**src/rtl/ava_rx_fifo_pkg.sv**
```systemverilog
// Shared definitions for the ava_rx_fifo Avalon-MM receive FIFO:
// register offsets, STATUS/CONTROL bit positions and the bus handshake states.
package ava_rx_fifo_pkg;

    localparam logic [1:0] REG_DATA      = 2'd0;
    localparam logic [1:0] REG_STATUS    = 2'd1;
    localparam logic [1:0] REG_CONTROL   = 2'd2;
    localparam logic [1:0] REG_THRESHOLD = 2'd3;

    localparam int STAT_EMPTY     = 16;
    localparam int STAT_FULL      = 17;
    localparam int STAT_UNDERFLOW = 18;
    localparam int STAT_IRQ       = 19;

    localparam int CTRL_ENABLE = 0;
    localparam int CTRL_FLUSH  = 1;
    localparam int CTRL_IRQ_EN = 2;

    typedef enum logic {
        ST_IDLE = 1'b0,
        ST_ACK  = 1'b1
    } bus_state_t;

endpackage

```
**src/rtl/ava_sync_fifo.sv**
```systemverilog
// Synchronous word FIFO with occupancy count and a flush that outranks push/pop.
// Head word is presented combinationally on rd_data.
module ava_sync_fifo #(
    parameter int DEPTH = 16,
    parameter int AW    = 4
) (
    input  logic          clk,
    input  logic          reset,
    input  logic          flush,
    input  logic          push,
    input  logic          pop,
    input  logic [31:0]   wr_data,
    output logic [31:0]   rd_data,
    output logic [AW:0]   count,
    output logic          empty,
    output logic          full
);

    logic [31:0]   mem [DEPTH];
    logic [AW-1:0] wr_ptr;
    logic [AW-1:0] rd_ptr;
    logic          push_ok;
    logic          pop_ok;

    assign empty   = (count == '0);
    assign full    = (count == (AW+1)'(DEPTH));
    assign push_ok = push & ~full;
    assign pop_ok  = pop & ~empty;
    assign rd_data = mem[rd_ptr];

    always_ff @(posedge clk) begin
        if (push_ok && !flush) begin
            mem[wr_ptr] <= wr_data;
        end
    end

    // Pointers are exactly AW bits wide, so they wrap modulo DEPTH for free.
    always_ff @(posedge clk) begin
        if (reset || flush) begin
            wr_ptr <= '0;
            rd_ptr <= '0;
            count  <= '0;
        end else begin
            if (push_ok) begin
                wr_ptr <= wr_ptr + AW'(1);
            end
            if (pop_ok) begin
                rd_ptr <= rd_ptr + AW'(1);
            end
            if (push_ok && !pop_ok) begin
                count <= count + (AW+1)'(1);
            end else if (pop_ok && !push_ok) begin
                count <= count - (AW+1)'(1);
            end
        end
    end

endmodule

```
**src/rtl/ava_rx_fifo.sv**
```systemverilog
// Avalon-MM responder draining a producer-fed FIFO through DATA/STATUS/CONTROL/THRESHOLD.
// Define AVA_RX_FIFO_IRQ_EN to build the THRESHOLD register and the level interrupt.
module ava_rx_fifo
    import ava_rx_fifo_pkg::*;
#(
    parameter int DEPTH = 16,
    parameter int AW    = 4
) (
    input  logic        clk,
    input  logic        reset,
    input  logic        ava_chipselect,
    input  logic [1:0]  ava_address,
    input  logic        ava_read,
    input  logic        ava_write,
    input  logic [31:0] ava_writedata,
    input  logic [3:0]  ava_byteenable,
    output logic [31:0] ava_readdata,
    output logic        ava_waitrequest,
    input  logic        in_valid,
    input  logic [31:0] in_data,
    output logic        in_ready,
    output logic        irq
);

    bus_state_t  state;
    logic        access;
    logic        sample;
    logic        complete;
    logic        wr_en;
    logic        enable_q;
    logic        underflow_q;
    logic        pop_pending;
    logic        under_pending;
    logic        fifo_flush;
    logic        fifo_pop;
    logic        fifo_push;
    logic [31:0] head;
    logic [AW:0] count;
    logic        empty;
    logic        full;
    logic        irq_en;
    logic [31:0] threshold_word;
    logic [31:0] status_word;
    logic [31:0] control_word;
    logic [31:0] rd_mux;
    logic        unused_bits;

    assign unused_bits = ^{ava_writedata, ava_byteenable[3:1]};

    assign access          = ava_chipselect & (ava_read | ava_write);
    assign ava_waitrequest = access & (state == ST_IDLE);
    assign sample          = access & (state == ST_IDLE);
    assign complete        = access & (state == ST_ACK);
    assign wr_en           = complete & ava_write & ~ava_read & ava_byteenable[0];

    assign in_ready   = enable_q & ~full;
    assign fifo_push  = in_valid & in_ready;
    assign fifo_pop   = complete & ava_read & pop_pending;
    assign fifo_flush = wr_en & (ava_address == REG_CONTROL) & ava_writedata[CTRL_FLUSH];

    ava_sync_fifo #(
        .DEPTH (DEPTH),
        .AW    (AW)
    ) u_fifo (
        .clk     (clk),
        .reset   (reset),
        .flush   (fifo_flush),
        .push    (fifo_push),
        .pop     (fifo_pop),
        .wr_data (in_data),
        .rd_data (head),
        .count   (count),
        .empty   (empty),
        .full    (full)
    );

`ifdef AVA_RX_FIFO_IRQ_EN
    logic        irq_en_q;
    logic [AW:0] threshold_q;
    logic        irq_q;

    assign irq_en         = irq_en_q;
    assign irq            = irq_q;
    assign threshold_word = 32'(threshold_q);

    always_ff @(posedge clk) begin
        if (reset) begin
            irq_en_q    <= 1'b0;
            threshold_q <= '0;
            irq_q       <= 1'b0;
        end else begin
            if (wr_en && ava_address == REG_CONTROL) begin
                irq_en_q <= ava_writedata[CTRL_IRQ_EN];
            end
            if (wr_en && ava_address == REG_THRESHOLD) begin
                threshold_q <= ava_writedata[AW:0];
            end
            irq_q <= irq_en_q && (threshold_q != '0) && (count >= threshold_q);
        end
    end
`else
    assign irq_en         = 1'b0;
    assign irq            = 1'b0;
    assign threshold_word = '0;
`endif

    always_comb begin
        status_word                 = '0;
        status_word[AW:0]           = count;
        status_word[STAT_EMPTY]     = empty;
        status_word[STAT_FULL]      = full;
        status_word[STAT_UNDERFLOW] = underflow_q;
        status_word[STAT_IRQ]       = irq;
        control_word                = '0;
        control_word[CTRL_ENABLE]   = enable_q;
        control_word[CTRL_IRQ_EN]   = irq_en;
    end

    always_comb begin
        rd_mux = '0;
        case (ava_address)
            REG_DATA:      rd_mux = empty ? 32'd0 : head;
            REG_STATUS:    rd_mux = status_word;
            REG_CONTROL:   rd_mux = control_word;
            REG_THRESHOLD: rd_mux = threshold_word;
            default:       rd_mux = '0;
        endcase
    end

    // Read data and the pop/underflow decision are frozen at the sampling edge so a
    // push arriving during the ACK cycle cannot cause a pop of a word never returned.
    always_ff @(posedge clk) begin
        if (reset) begin
            state         <= ST_IDLE;
            ava_readdata  <= '0;
            enable_q      <= 1'b0;
            underflow_q   <= 1'b0;
            pop_pending   <= 1'b0;
            under_pending <= 1'b0;
        end else begin
            if (state == ST_IDLE) begin
                if (sample) begin
                    state <= ST_ACK;
                    if (ava_read) begin
                        ava_readdata <= rd_mux;
                    end
                    pop_pending   <= ava_read && (ava_address == REG_DATA) && !empty;
                    under_pending <= ava_read && (ava_address == REG_DATA) && empty;
                end
            end else begin
                state <= ST_IDLE;
            end

            if (wr_en && ava_address == REG_CONTROL) begin
                enable_q <= ava_writedata[CTRL_ENABLE];
            end
            if (wr_en && ava_address == REG_STATUS && ava_writedata[STAT_UNDERFLOW]) begin
                underflow_q <= 1'b0;
            end else if (complete && ava_read && under_pending) begin
                underflow_q <= 1'b1;
            end
        end
    end

endmodule

```
**config.mk**
```make
export PLATFORM = sky130hd
export DESIGN_NAME = ava_rx_fifo
export DESIGN_NICKNAME = d
export VERILOG_FILES = /design/src/rtl/ava_rx_fifo_pkg.sv /design/src/rtl/ava_sync_fifo.sv /design/src/rtl/ava_rx_fifo.sv
export SDC_FILE = /design/constraint.sdc
export NUM_CORES = 1
export LEC_CHECK = 0
export ABC_AREA = 0
export CORE_MARGIN = 3
export CORE_UTILIZATION = 64
export CTS_BUF_LIST = sky130_fd_sc_hd__clkbuf_16
export DETAILED_ROUTE_END_ITERATION = 10
export PLACE_DENSITY = 0.92
export SLEW_MARGIN = 10
export SYNTH_ARGS = -nofsm -noshare
export SYNTH_HDL_FRONTEND = slang
export SYNTH_SLANG_ARGS = --single-unit
```
**constraint.sdc**
```tcl
create_clock -name clk -period 5.4 [get_ports clk]
set_input_delay 0.81 -clock clk [delete_from_list [all_inputs] [get_ports clk]]
set_output_delay 0.81 -clock clk [all_outputs]
set_load 0.02 [all_outputs]
```
**Metal 1**

The bar under the picture is 50 um long. Supply wires on this layer in gray.
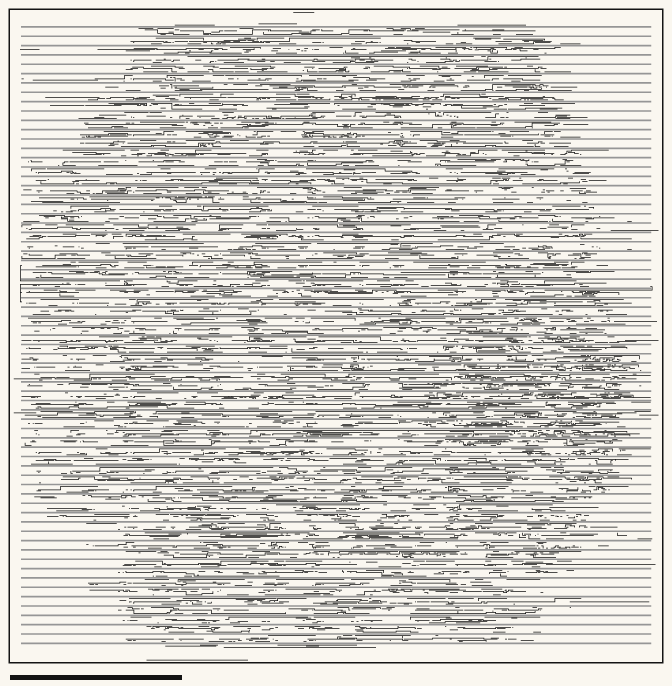
nets with wire on the layer: 1139
main direction: horizontal
longest straight run: 118 um
wire length on this layer: 18700 um
share of all routed wire: 36%
via count: 11397
Total Routed Length: 52.2 mm

**Metal 2**

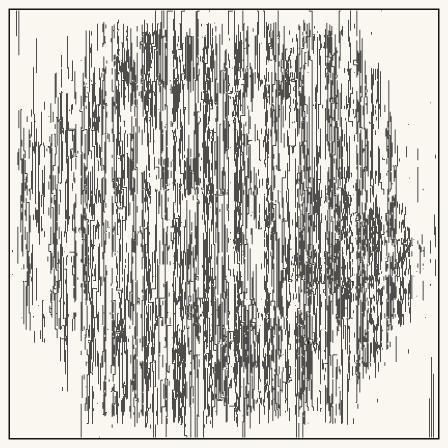
main direction: vertical
share of all routed wire: 50%

**The metal 3 layer**

The bar under the picture is 50 um long.
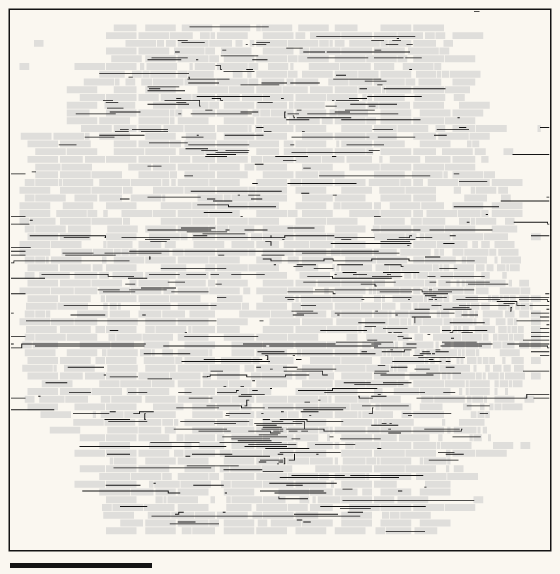
main direction: horizontal
longest straight run: 87.4 um
nets with wire on the layer: 276
share of all routed wire: 10%

**Signal wires on met4**

Supply wires on this layer in gray.
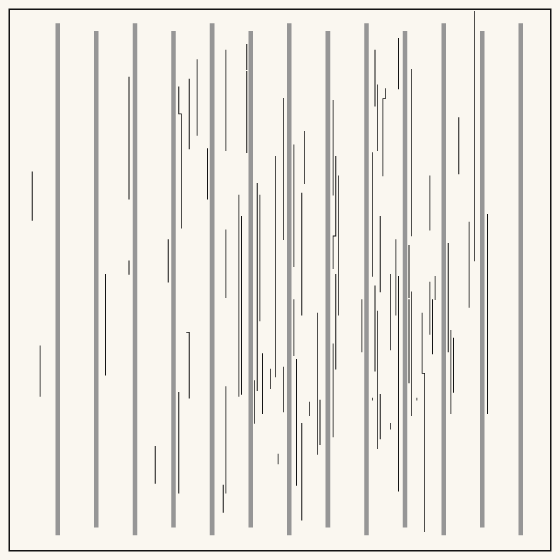
longest straight run: 87.7 um
wire length on this layer: 2360 um
share of all routed wire: 4.5%
main direction: vertical

**Clock routing**

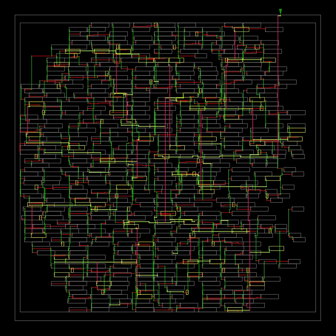
Insertion Delay late pin: 0.57 ns
number of clock sinks: 566
Clock Skew: 0.0227 ns
Flops: 566

registers in the layout (all words and copies together) (netlist names), named ones only:
name	flops
u_fifo.mem	512
ava_readdata	32
u_fifo.count	5
u_fifo.rd_ptr	4
u_fifo.wr_ptr	4
enable_q	1
pop_pending	1
state	1
under_pending	1
underflow_q	1
synthesized netlist by cell type (9+ instances only):
cell type  count  area (um2)
buf_1          9        33.8
mux2_2        33         372
nand2_1       30         113
mux4_2       126        2840
a21oi_1       14        70.1
edfxtp_1     512       15400
dfxtp_1       54        1080
clkbuf_1      14        52.6
o21ai_0       25         125
buf_2         18        90.1
nor2_1        41         154
a22oi_1       23         173
mux2i_1       32         320
nor2b_1       10        62.6
ha_1           9         113
layer usage:
layer	wire [um]	GRT usage, %	vias to the layer above
met5	35	0	-
met4	2360	13.5	4
met3	5200	6.14	166
met2	25900	47.3	888
met1	18700	40.5	5857
li1	-	-	4482
power breakdown:
| group | switching (uW) | internal (uW) | total, uW |
|---|---|---|---|
| clock network | 1580 | 1920 | 3490 |
| logic | 81.6 | 35.1 | 117 |
| registers | 1.52 | 4770 | 4770 |
cell type report:
| class | count | area (um2) |
|---|---|---|
| antenna | 1 | 2.50 |
| fill | 1654 | 8330 |
| clock inverter | 43 | 267 |
| multi-input combinational | 411 | 5010 |
| timing repair buffer | 101 | 971 |
| sequential | 566 | 16500 |
| tap | 442 | 553 |
| inverter | 7 | 26.3 |
| clock buffer | 53 | 1330 |
critical path: cells and delay by family:
kind	cells	cell delay [ns]
simple gates	4	1.92
buf+inv	2	0.85
through the flow:
stage	instance area, um2	instances	setup slack, ns	power (uW)
floorplan	21600	1037	2.05	4890
global placement	23000	1526	1.75	4970
detailed placement	23000	1526	1.63	4980
CTS	24600	1622	2.13	8400
global route	24600	1624	1.99	8570
finish	24600	1624	2.05	8380
==> results.toml <==
# synthesis and place-and-route metrics
[detailed_routing]
drc = 0
ant_nets = 0
dr.pass1.iters = 6
drt-wirelength-per-cell_um = 32.1
drt_iter0_drc = 1526

[timing]
hold_viol_final = 0
fmax_mhz = 298
hold_ws_ns = 0.468
finalSetupTns_ns = 0
finalSetupViolCount = 0
worst_pin_slew_ns = 1.31
finalMaxSlewViolations = 0
slew_headroom_pct = 12.2
grt_setup_unrepaired = "no"

[worst_hold_path]
hp-class = "reg2reg"
min_to = "under_pending"
hold_depth = 2

[clocking]
cts_resized = 0
cts_inserted_buffers = 52
clockBufferDepth = 3
clkTransAtPathRegs_ns = 0.06
h-tree-depth = 2
hold_buffers = 0
tritoncts = "yes"
cts-root-buf = "clkbuf_16"
cts_setup_buffers = 0

[job]
maxCapViolCount = 0
openroad.warnings = 61

[yosys]
top_logic_kind = "multiplexers"
edf_count = 512
ys_cells = 1037
synth_cell_type_count = 56
ys_sh_simple_pct = 2.28
ff_type = "edfxtp_1"
syn_inst = 1037
ys_sh_aoi_pct = 2.99
synthArstFlopShare_pct = 0
yosysWarnings = 0
synthesis.area_mm2 = 0.0216
avgSynthCellArea_um2 = 20.9
ys_area_mm2 = 0.0216
fp_nets = 1123

[final_layout]
area_growth_pct = 13.8
fin_util_pct = 74.7
drive_gt1_share_pct = 23.5
finalNetCount = 1225

[grt]
track_usage_pct = 29.7
grt_max_degree = 61
first_global_vias = 11782
grt_pass1_wl_mm = 77.6

[power_and_ir_drop]
p_per_area_mw_per_mm2 = 340
leakage_uw = 0.00773
ir_drop_mv = 0.312

[die]
fp.dieW_um = 190
core_mm2 = 0.0329
dieArea_mm2 = 0.0361
std_cell_rows = 66
io_pins = 111
fp.dieH_um = 190
fp_util_pct = 65.7

[setup_path]
endpoint = "u_fifo.mem[2][30]"
critPathLaunch = "ava_chipselect"
reg2reg_to = "u_fifo.count[4]"
max_stage_delay_ns = 0.94
crit_slowest_cell = "nor2b_4"
crit_required_ns = 5.65
regToRegSetupSlack_ns = 2.21
crit_fanout = 24
crit_type = "in2reg"
cp_cell_sequence = "clkdlybuf4s50_1 > and4_1 > nand4_1 > nor3b_1 > nor2b_4 > buf_4"
arrival_ns = 3.60

[placed_design]
gp_congestion = 0.769
hpwl_mm = 26.9
portBuffers = 77

[run_status]
outcome = "finished clean"
Power figures rest on the tool's default switching activity, not on a simulated workload.
